File: src/rtl/vend_controller.sv
// Vending purchase sequencer: select, price, collect coins, dispense, change.
// Optional PAY inactivity refund is enabled with `define VEND_TIMEOUT_EN.
module vend_controller #(
  parameter int NUM_PRODUCTS   = 8,
  parameter int STOCK_W        = 4,
  parameter int INIT_STOCK     = 0,
  parameter int TIMEOUT_CYCLES = 255
) (
  input  logic        clk,
  input  logic        reset,
  input  logic        sel_valid,
  input  logic [2:0]  product_id,
  input  logic [3:0]  quantity,
  input  logic        coin_valid,
  input  logic [7:0]  coin_value,
  input  logic        cancel,
  input  logic [15:0] discounted_price,
  input  logic        change_ack,
  input  logic        restock_valid,
  input  logic [2:0]  restock_id,
  input  logic [3:0]  restock_qty,
  output logic [2:0]  sel_id,
  output logic [3:0]  sel_qty,
  output logic [15:0] due_amount,
  output logic [15:0] credit,
  output logic        coin_ready,
  output logic        vend_valid,
  output logic [2:0]  vend_id,
  output logic [3:0]  vend_qty,
  output logic        change_valid,
  output logic [15:0] change_amount,
  output logic        error_valid,
  output logic [1:0]  error_code,
  output logic        busy
);

  typedef enum logic [2:0] {
    IDLE, PRICE, PAY, DISPENSE, CHANGE
  } state_t;

  localparam logic [16:0] STOCK_MAX =
    17'((1 << STOCK_W) - 1);

  state_t state;
  logic [STOCK_W-1:0] stock [NUM_PRODUCTS];

  logic [16:0] coin_sum;
  logic [15:0] credit_nxt;
  logic        pay_done;
  logic [16:0] rs_sum;
  logic [STOCK_W-1:0] rs_val;
  logic        short_stock;
  logic [15:0] refund;

  assign coin_sum = {1'b0, credit}
    + (coin_valid ? {9'd0, coin_value} : 17'd0);
  assign credit_nxt = coin_sum[16] ? 16'hFFFF
                                   : coin_sum[15:0];
  assign pay_done = credit_nxt >= due_amount;

  // restock saturates at the counter ceiling
  assign rs_sum = 17'(stock[restock_id])
                + 17'(restock_qty);
  assign rs_val = (rs_sum > STOCK_MAX)
                ? STOCK_W'(STOCK_MAX)
                : STOCK_W'(rs_sum);

  assign short_stock =
    16'(stock[product_id]) < 16'(quantity);
  assign refund = credit - due_amount;

  assign coin_ready = (state == PAY);
  assign busy       = (state != IDLE);

`ifdef VEND_TIMEOUT_EN
  localparam int TMR_W = $clog2(TIMEOUT_CYCLES + 1);
  localparam logic [TMR_W-1:0] TMR_LOAD =
    TMR_W'(TIMEOUT_CYCLES - 1);
  logic [TMR_W-1:0] tmr;
`else
  logic unused_tmo;
  assign unused_tmo = |TIMEOUT_CYCLES;
`endif

  always_ff @(posedge clk or negedge reset) begin
    if (!reset) begin
      state         <= IDLE;
      sel_id        <= '0;
      sel_qty       <= '0;
      due_amount    <= '0;
      credit        <= '0;
      change_amount <= '0;
      change_valid  <= 1'b0;
      vend_valid    <= 1'b0;
      vend_id       <= '0;
      vend_qty      <= '0;
      error_valid   <= 1'b0;
      error_code    <= '0;
      for (int i = 0; i < NUM_PRODUCTS; i++)
        stock[i] <= STOCK_W'(INIT_STOCK);
`ifdef VEND_TIMEOUT_EN
      tmr <= '0;
`endif
    end else begin
      vend_valid  <= 1'b0;
      error_valid <= 1'b0;
      error_code  <= '0;
      unique case (state)
        IDLE: begin
          if (restock_valid)
            stock[restock_id] <= rs_val;
          if (sel_valid) begin
            sel_id  <= product_id;
            sel_qty <= quantity;
            unique case (1'b1)
              (quantity == '0): begin
                error_valid <= 1'b1;
                error_code  <= 2'd1;
              end
              short_stock: begin
                error_valid <= 1'b1;
                error_code  <= 2'd2;
              end
              default: state <= PRICE;
            endcase
          end
        end
        PRICE: begin
          due_amount <= discounted_price;
          state      <= PAY;
`ifdef VEND_TIMEOUT_EN
          tmr <= TMR_LOAD;
`endif
        end
        PAY: begin
          credit <= credit_nxt;
          if (cancel) begin
            change_amount <= credit_nxt;
            change_valid  <= (credit_nxt != '0);
            state         <= CHANGE;
          end else if (pay_done) begin
            vend_valid <= 1'b1;
            vend_id    <= sel_id;
            vend_qty   <= sel_qty;
            state      <= DISPENSE;
          end
`ifdef VEND_TIMEOUT_EN
          else if (coin_valid) begin
            tmr <= TMR_LOAD;
          end else if (tmr == '0) begin
            error_valid   <= 1'b1;
            error_code    <= 2'd3;
            change_amount <= credit;
            change_valid  <= (credit != '0);
            state         <= CHANGE;
          end else begin
            tmr <= tmr - 1'b1;
          end
`endif
        end
        DISPENSE: begin
          stock[sel_id] <= stock[sel_id]
                         - STOCK_W'(sel_qty);
          change_amount <= refund;
          change_valid  <= (refund != '0);
          state         <= CHANGE;
        end
        CHANGE: begin
          if (!change_valid || change_ack) begin
            credit        <= '0;
            due_amount    <= '0;
            change_amount <= '0;
            change_valid  <= 1'b0;
            state         <= IDLE;
          end
        end
        default: state <= IDLE;
      endcase
    end
  end

endmodule

File: config.mk
export PLATFORM = sky130hd
export DESIGN_NAME = vend_controller
export DESIGN_NICKNAME = d
export VERILOG_FILES = /design/src/rtl/vend_controller.sv
export SDC_FILE = /design/constraint.sdc
export NUM_CORES = 1
export LEC_CHECK = 0
export CORE_MARGIN = 1
export CORE_UTILIZATION = 26
export CTS_BUF_LIST = sky130_fd_sc_hd__clkbuf_8 sky130_fd_sc_hd__clkbuf_16
export DETAILED_ROUTE_END_ITERATION = 10
export PLACE_DENSITY = 0.54
export SLEW_MARGIN = 20
export SYNTH_ARGS = -nofsm -noshare
export SYNTH_HDL_FRONTEND = slang
export SYNTH_SLANG_ARGS = --single-unit
File: constraint.sdc
create_clock -name clk -period 8.35 [get_ports clk]
set_input_delay 1.2525 -clock clk [delete_from_list [all_inputs] [get_ports clk]]
set_output_delay 1.2525 -clock clk [all_outputs]
set_load 0.005 [all_outputs]
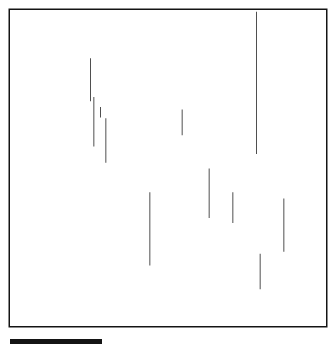
*Signal wires on met4, run 1*
Bar = 50 um.
- main direction: vertical
- nets with wire on the layer: 8
- wire length on this layer: 299 um
- longest straight run: 76.8 um

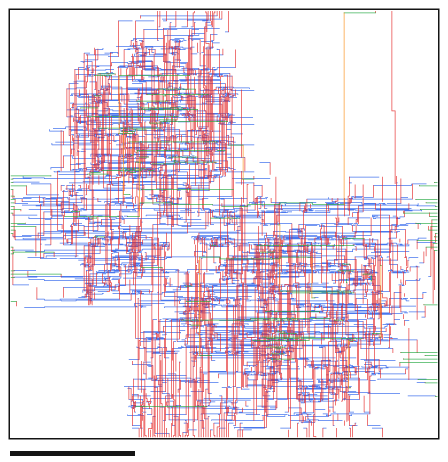
*Wiring by layer, run 1*
Bar = 50 um.
- M1: blue (wire length 12,000 um)
- M2: red (wire length 11,800 um)
- M4: orange (wire length 299 um)
- M3: green (wire length 1,300 um)

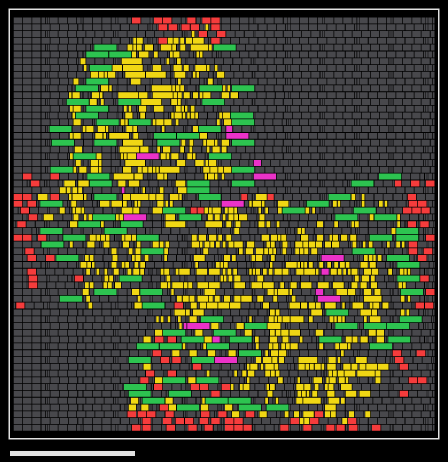
*Cell classes on the final placement, run 1*
Bar = 50 um. Fill, decap, tap and diode cells in grey.
- sequential cells: green (cells 102; share of their area 29%)
- remaining buffers and delay cells: red (cells 117; share of their area 13%)
- clock drivers and dummy loads: magenta (cells 16; share of their area 3.1%)
- remaining logic cells: yellow (cells 677; share of their area 55%)

==> run 1: layer usage <==
| metal | track usage, % | up-vias | wire length, um |
|---|---|---|---|
| li1 | - | 3280 | - |
| met1 | 25.2 | 3358 | 12000 |
| met2 | 28.3 | 215 | 11800 |
| met3 | 2.58 | 24 | 1300 |
| met4 | 4.43 | 0 | 299 |
| met5 | 0 | - | 0 |
==> run 1: state kept, by name, indices dropped and copies added, names as in the netlist <==
register,cells
sel_id,3
error_valid,1
vend_qty,4
due_amount,16
vend_id,3
state,3
vend_valid,1
stock,32
sel_qty,4
error_code,2
credit,16
change_valid,1
change_amount,16
==> run 1: metrics by stage <==
stage	power [mW]	worst slack (ns)	instance area, sq um	util, %
2_1_floorplan	2.23	3.69	7470	-
5_1_grt	3.71	2.53	9250	33.0
3_5_place_dp	2.99	2.62	8960	32.0
4_1_cts	3.41	3.00	9230	33.0
6_report	3.44	2.92	9250	33.0
3_3_place_gp	2.99	2.76	8960	32.0
==> run 1: kinds of logic after synthesis <==
logic type	count (synthesis)
AOI/OAI and AO/OA	263
xor gates and xnor gates	15
adders and majority gates	53
buffers and inverters	82
DFF	102
muxes	40
and+or+nand+nor	262
==> run 1: worst max-delay path, stage by stage <==
cell and delay [ns]:
clkdlybuf4s50_1 0.50, and2_1 0.19, ha_1 0.22, fa_1 0.44, a211oi_2 0.41, o211ai_4 0.17
nand3_1 0.28, nand3_1 0.26, ha_1 0.37, a21o_1 0.18, a21o_1 0.17, a21oi_1 0.16
o21a_1 0.58, o21ai_0 0.21, a21oi_1 0.17, nand3_1 0.09
==> run 1: cell type report <==
type / instances / area [sq um]
clock buffer: 9 / 225
fill: 2916 / 18800
sequential: 102 / 2550
inverter: 44 / 165
multi-input combinational: 633 / 4620
timing repair buffer: 117 / 1160
tap: 378 / 473
clock inverter: 7 / 50.0
==> impl_metrics.toml, run 1 <==
# physical design summary
[route]
drc = 0
post_drt_wl_per_cell_um = 19.7
via_count = 6877
drt_iter0_markers = 572
avgViaCountPerCell = 5.33
first_pass_iters = 5
finalWirelength_um = 25400

[synth]
top_area_cell = "dfrtp_1"
netlist.area_leader.share_pct = 34.2
syn_area_sq_um = 7470
ys_sh_simple_pct = 17.2
ys_sh_mux_pct = 8.11
syn_avg_cell_area_sq_um = 9.14
async_reset_ff_share_pct = 100
syn-instance-count = 817
synthTopCellsByCount = "dfrtp_1, nand2_1, ha_1, o21ai_0, inv_1"
ys_top_logic_family = "AND-OR/OR-AND gates"
synth-seq-cells = 102
synth.most_common_cell = "dfrtp_1"
xor_area_share_pct = 1.76
ys_cells = 817
edf_count = 0
postSynthSeqShare_pct = 34.2
yosys.cell_types.count = 70
floorplan.nets = 915
synthTopCellsByArea = "dfrtp_1, ha_1, nand2_1, mux4_2, a22o_1"
synth_adder_area_share_pct = 9.28

[clock_network]
cts.sinks = 102
htree_levels = 3
cts_root_buffer = "clkbuf_16"
cts_setup_buffers = 0
postCtsHoldBufs = 0
cts_tree = "done"
cts_made_buffers = 9
cts.reportedPaths.clkPinSlew_ns = 0.07
clk_latency_ns = 0.36

[die]
die_h_um = 171
initCoreUtil_pct = 26.7
dieWidth_um = 171
pin_count = 114
core_sq_um = 28000

[power]
seqPwrFrac_pct = 27.3
p_clk_mw = 0.407
leakagePower_nw = 3.89
combPwrFrac_pct = 60.9
clock_power_share_pct = 11.8
power.group.top = "combinational cells"
switching_share_pct = 48.0
p_comb_mw = 2.09

[timing]
hold_ws_ns = 0.479
min_period_over_period_pct = 65.0
relSlewSlack_pct = 32.7
rsz0062_at_grt = "false"
fin_crit_ns = 5.43
tns_ns = 0
setup_violations = 0
skew_ns = 0.0124
clock.fmax_mhz = 184
worst_pin_slew_ns = 1.01

[worst_setup_path]
startpoint = "coin_valid"
reg2regPathDepth = 14
crit_required_ns = 8.59
crit_end = "vend_id[1]"
cp-start-kind = "input port"
worstSetupEndpointType = "flip-flop"
path_class = "input port to flip-flop"
crit_fanout = 22
r2r-end = "vend_id[1]"
cp.arrival_ns = 5.67

[placed_design]
portBuffers = 113
placed_cells = 1274
hpwlAfterDp_um = 19600
gp_congestion = 0.887

[run_status]
status = "completed"

[job]
tool_warnings = 26
maxCapViolations = 0

[layout]
lay_top_count = "clkdlybuf4s50_1"
final_layout_top_logic_cells = "clkdlybuf4s50_1, dfrtp_1, nand2_1"
layout-drive-gt1-share_pct = 6.69
area_delta_synth_final_pct = 23.8
diodes = 0
fin_nets = 1005
fin_cells = 1290

[global_route]
grt.overflow.total = 0
grt_max_degree = 68
grt_pass1_wl_um = 39700
grtUsageTotal_pct = 17.8

[worst_hold_path]
min_path_type = "flip-flop to flip-flop"
min_from = "change_amount[10]"
### Logic cells by family, run 1

Bar = 50 um.
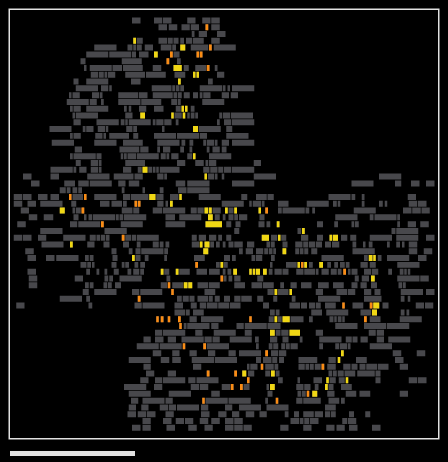

==> run 1 -> run 2 <==
--- a/config.mk
+++ b/config.mk
@@ -9,7 +9,7 @@
 export CORE_UTILIZATION = 26
 export CTS_BUF_LIST = sky130_fd_sc_hd__clkbuf_8 sky130_fd_sc_hd__clkbuf_16
 export DETAILED_ROUTE_END_ITERATION = 10
-export PLACE_DENSITY = 0.54
+export PLACE_DENSITY = 0.56
 export SLEW_MARGIN = 20
 export SYNTH_ARGS = -nofsm -noshare
 export SYNTH_HDL_FRONTEND = slang
==> constraint.sdc (replaced) <==
create_clock -name clk -period 4.5 [get_ports clk]
set_input_delay 0.675 -clock clk [delete_from_list [all_inputs] [get_ports clk]]
set_output_delay 0.675 -clock clk [all_outputs]
set_load 0.005 [all_outputs]
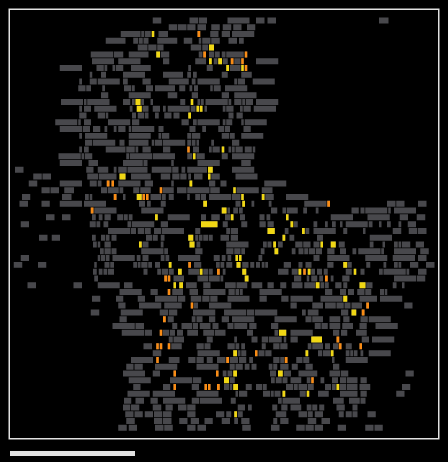
*Logic cells by family, run 2*
Bar = 50 um.
- inv cells: orange (cells 44)
- nor cells: yellow (cells 72)

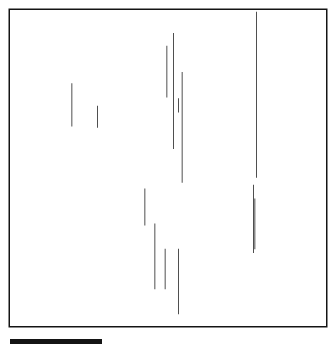
*Signal wires on met4, run 2*
Bar = 50 um.
- wire length on this layer: 458 um
- nets with wire on the layer: 11
- share of all routed wire: 1.8%
- longest straight run: 89.8 um

==> run 2 against run 1 <==
Area after synthesis stayed put. Flip-flop count stayed put. Critical endpoint is now vend_qty[1]. Power is 89% higher. Sequential share of layout area is 0.84 points lower. Via count is 3.4% higher. Register-to-register slack worse by 3.2 ns. Design area is 3.1% higher.
==> impl_metrics.toml, run 2 <==
# physical design summary
[route]
finalWirelength_um = 25300
top_layer = "met4"
via_count = 7109
wl_met1_um = 12200
drc = 0
wl_met2_um = 11200
wl_met3_um = 1470
drt_iter0_markers = 706
avgViaCountPerCell = 5.36
first_pass_iters = 5

[layout]
fillers = 2911
num-nonclk-buffers = 153
diodes = 0
largest_register_ffs = 32
top_register = "stock"
final_core_util_pct = 34.0
n_all_inverters = 44
final_layout_top_logic_cells = "clkdlybuf4s50_1, dfrtp_1, nand2_1"
comb.multi_input.count = 633
seq_cells = 102
fin_nets = 1041
clk_share_pct = 2.97
regArea_sq_um = 2550
logic_area_sq_um = 4620
buf_share_pct = 15.2
seqAreaFraction_pct = 26.8
final_area_sq_um = 9530
largest_class = "combinational gates"
area_delta_synth_final_pct = 27.7
clock_buffers = 9

[placed_design]
place_ws_ns = 0.00523
hpwlAfterDp_um = 19700
portBuffers = 113
place_area_sq_um = 9240

[die]
taps = 378
core_sq_um = 28000
die_h_um = 171
initCoreUtil_pct = 26.7
pin_count = 114

[clock_network]
postCtsHoldBufs = 0
cts.reportedPaths.clkPinSlew_ns = 0.07
cts.sinks = 102
cts_tree = "done"
cts_setup_buffers = 0
clk_latency_ns = 0.36
htree_levels = 3
cts_made_buffers = 9
cts_root_buffer = "clkbuf_16"

[synth]
async_reset_ff_share_pct = 100
synth-seq-cells = 102
floorplan.nets = 915
synthTopCellsByArea = "dfrtp_1, ha_1, nand2_1, mux4_2, a22o_1"
syn_avg_cell_area_sq_um = 9.14
postSynthSeqShare_pct = 34.2
syn_area_sq_um = 7470
syn-instance-count = 817
netlist.area_leader.share_pct = 34.2
edf_count = 0
synthTopCellsByCount = "dfrtp_1, nand2_1, ha_1, o21ai_0, inv_1"
synth.most_common_cell = "dfrtp_1"

[power]
leakagePower_nw = 4.08

[run_status]
status = "completed"

[worst_setup_path]
crit_path_top_delay_cell = "fa_1"
cpPeakStageDelay_ns = 0.43
worstSetupEndpointType = "flip-flop"
crit_required_ns = 4.80
crit_chain = "clkdlybuf4s50_1 > buf_4 > and2_1 > fa_1 > a211oi_2 > o211ai_4 > and2_4 > a21oi_1 > ha_1 > nand2b_1 > a21o_1 > a21o_1 > a21o_1 > a21oi_1 > buf_4 > o21a_1 > buf_4 > o211ai_1 > nand3_1"
cp-start-kind = "input port"
cp_top_family = "AND-OR/OR-AND gates"
path_buffers = 4
path_class = "input port to flip-flop"
crit_fanout = 7

[global_route]
grt_pass1_wl_um = 39900
grt_max_degree = 76
met2_usage_pct = 27.0
grt.overflow.total = 0
grtUsageTotal_pct = 17.8
grt_util_met3_pct = 2.90
grtUsageMet1_pct = 25.9
grt_most_used_layer = "met2"

[timing]
tns_ns = 0
clock.fmax_mhz = 242
relSlewSlack_pct = 30.6
worst_pin_slew_ns = 1.04
setup_violations = 0
fin_ws_ns = 0.368
skew_ns = 0.0119
rsz0062_at_grt = "false"

[job]
tool_warnings = 26

[worst_hold_path]
min_path_type = "input port to asynchronous set/reset pin"
[run 2: netlist changes by cell type in the layout (fill, tap and decap cells not counted), sizes merged]
| cell | delta |
|---|---|
| clkinv | +1 |
| clkinvlp | +1 |
| buf | +36 |
| inv | -2 |
[run 2: worst paths after layout]
check	cells past startpoint	end	slack [ns]	from
hold reg to reg	2	change_amount[12]	0.48	change_amount[12]
setup / recovery	19	vend_qty[1]	0.37	coin_valid
max in group asynchronous	2	stock[8]	3.30	reset
min in group clk	2	change_amount[12]	0.48	change_amount[12]
setup reg to reg	17	vend_qty[1]	0.80	credit[0]
hold / removal	1	error_code[1]	0.33	reset
[run 2: logic make-up (layout without fill, tap and decap cells)]
kind of cell,Yosys count,in the layout,synth area share (%)
multiplexers,40,40,8.11
adder cells (fa/ha/maj),53,53,9.28
AND/OR/NAND/NOR,262,262,17.2
flip-flops,102,102,34.2
XOR/XNOR,15,15,1.76
AND-OR/OR-AND,263,263,25.2
buffers and inverters,82,213,4.24
[run 2: through the flow]
stage,total power [mW],cells
2_1_floorplan,4.14,817
3_3_place_gp,5.65,1310
3_5_place_dp,5.68,1310
4_1_cts,6.47,1326
5_1_grt,7.01,1326
6_report,6.50,1326
[run 2: worst reg2reg max path, delay by kind of cell, from the launching register on]
kind / cells / cell delay [ns]
adders and majority gates: 3 / 0.90
buffers and inverters: 2 / 0.31
DFF: 1 / 0.43
AOI/OAI and AO/OA: 9 / 1.58
and+or+nand+nor: 3 / 0.40
[run 2: report_power, final]
group          internal [mW]  switching, mW  leakage [nW]  total [mW]
clock network          0.383          0.387         0.134       0.770
registers               1.25          0.460          1.26        1.71
logic                   1.78           2.23          2.69        4.01
total                   3.42           3.08          4.08        6.50
### Cell placement, run 2

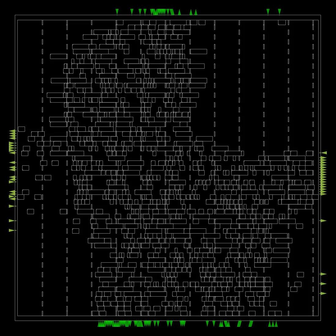

==> run 2 -> run 3 <==
--- a/config.mk
+++ b/config.mk
@@ -5,6 +5,7 @@
 export SDC_FILE = /design/constraint.sdc
 export NUM_CORES = 1
 export LEC_CHECK = 0
+export ABC_AREA = 1
 export CORE_MARGIN = 1
 export CORE_UTILIZATION = 26
 export CTS_BUF_LIST = sky130_fd_sc_hd__clkbuf_8 sky130_fd_sc_hd__clkbuf_16
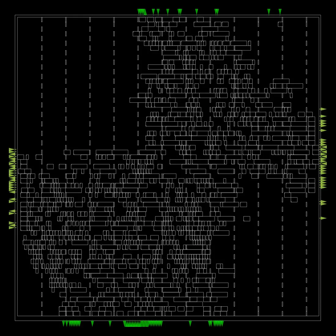
*Cell placement, run 3*
Seq area share: 26.2%
core area: 29,600 sq um

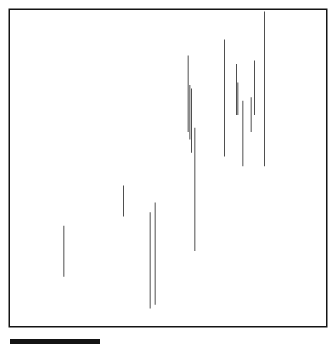
*Signal wires on met4, run 3*
Bar = 50 um.
- main direction: vertical
- wire length on this layer: 611 um

==> run 3 against run 2 <==
Register-to-register slack better by 0.03 ns. Hold slack worse by 0.011 ns. Non-clock buffer count is 29 lower. First-iteration DRC count is 3.1% higher. Setup slack better by 0.10 ns. Clock skew is 0.0024 ns higher. Die size is 4.6% higher. Flip-flop count stayed put. Design area is 2.1% higher. Power is 6.7% higher. Core utilization is 1.2 points lower. Critical path depth is 4 higher.
==> impl_metrics.toml, run 3 <==
# physical design summary
[run_status]
status = "completed"

[timing]
clock.fmax_mhz = 248
min_period_over_period_pct = 89.6
setup_violations = 0
rsz0062_at_grt = "false"
tns_ns = 0

[worst_setup_path]
path_buffers = 5
crit_fanout = 14
path_class = "input port to flip-flop"
cp-start-kind = "input port"
crit_path_top_delay_cell = "clkdlybuf4s50_1"
cp_top_family = "simple AND/OR/NAND/NOR gates"
worstSetupEndpointType = "flip-flop"

[synth]
synth.most_common_cell = "nand2_1"
synth-seq-cells = 102
ys_top_logic_family = "simple AND/OR/NAND/NOR gates"
synthTopCellsByArea = "dfrtp_1, nand2_1, inv_1, ha_1, nand3_1"
synthAoiAreaFrac_pct = 16.6
yosys.cell_types.count = 51
syn-instance-count = 1102
synthTopCellsByCount = "nand2_1, inv_1, nand3_1, dfrtp_1, nor2_1"
postSynthSeqShare_pct = 32.7
ys_cells = 1102

[global_route]
grt_max_degree = 44
grtUsageMet1_pct = 25.0
met2_usage_pct = 25.9
grt.overflow.total = 0
grt_pass1_wl_um = 41300
grt_most_used_layer = "met2"

[power]
clock_power_share_pct = 12.9
switching_share_pct = 50.1
p_int_mw = 3.46

[layout]
diodes = 0
fillers = 3242
final_layout_top_logic_cells = "nand2_1, inv_1, clkdlybuf4s50_1"
final_area_sq_um = 9730
lay_top_count = "nand2_1"
fin_nets = 1311
final_core_util_pct = 32.8
area_delta_synth_final_pct = 24.6
top_register = "stock"
fin_cells = 1608

[route]
drt_iter0_markers = 728
first_pass_iters = 5
finalWirelength_um = 26000
wl_met2_um = 11100

[clock_network]
cts_setup_buffers = 0
cts.sinks = 102
cts.reportedPaths.clkPinSlew_ns = 0.08
cts_root_buffer = "clkbuf_16"

[die]
dieWidth_um = 175
pin_count = 114

[placed_design]
placed_cells = 1592
portBuffers = 113
gp_congestion = 0.958

[worst_hold_path]
min_path_type = "input port to asynchronous set/reset pin"

[job]
maxCapViolations = 0
run 3: cell types whose count changed after synthesis, sizes merged, moves of 20 or more:
cell | before | now
nand2 | 93 | 282
inv | 44 | 187
nand3 | 32 | 109
nor2 | 39 | 91
a22o | 33 | 0
o22ai | 0 | 31
and2 | 23 | 3
run 3: worst paths after layout:
| kind | cells past startpoint | slack, ns | endpoint |
|---|---|---|---|
| min in group clk | 2 | 0.49 | vend_qty[0] |
| max in group asynchronous | 2 | 3.28 | credit[12] |
| worst min-delay path | 1 | 0.32 | stock[26] |
| worst max register to register | 20 | 0.83 | vend_qty[0] |
| worst max-delay path | 23 | 0.47 | vend_qty[0] |
| worst min register to register | 2 | 0.49 | vend_qty[0] |
run 3: area by class of cell:
type	count	area [sq um]	area share [%]
Clock inverter	6	93.8	0.964
Tap cell	390	488	5.01
Sequential cell	102	2550	26.2
Inverter	189	712	7.32
Timing Repair Buffer	124	1210	12.4
Clock buffer	10	239	2.46
Multi-Input combinational cell	787	4430	45.6
run 3: power by group through the flow:
stage | clock [mW] | combinational, mW | sequential, mW
2_1_floorplan | 0 | 2.74 | 1.59
3_3_place_gp | 0 | 4.28 | 1.71
3_5_place_dp | 0 | 4.30 | 1.71
4_1_cts | 0.907 | 4.32 | 1.69
5_1_grt | 0.944 | 4.84 | 1.75
6_report | 0.893 | 4.34 | 1.70
run 3: through the flow:
stage	power [mW]	worst slack, ns	hold slack [ns]
3_5_place_dp	6.01	0.108	0.484
6_report	6.93	0.468	0.315
3_3_place_gp	5.99	0.165	0.477
2_1_floorplan	4.33	0.884	0.379
4_1_cts	6.92	0.484	0.343
5_1_grt	7.54	0.0471	0.356
Power and IR drop assume default switching activity.
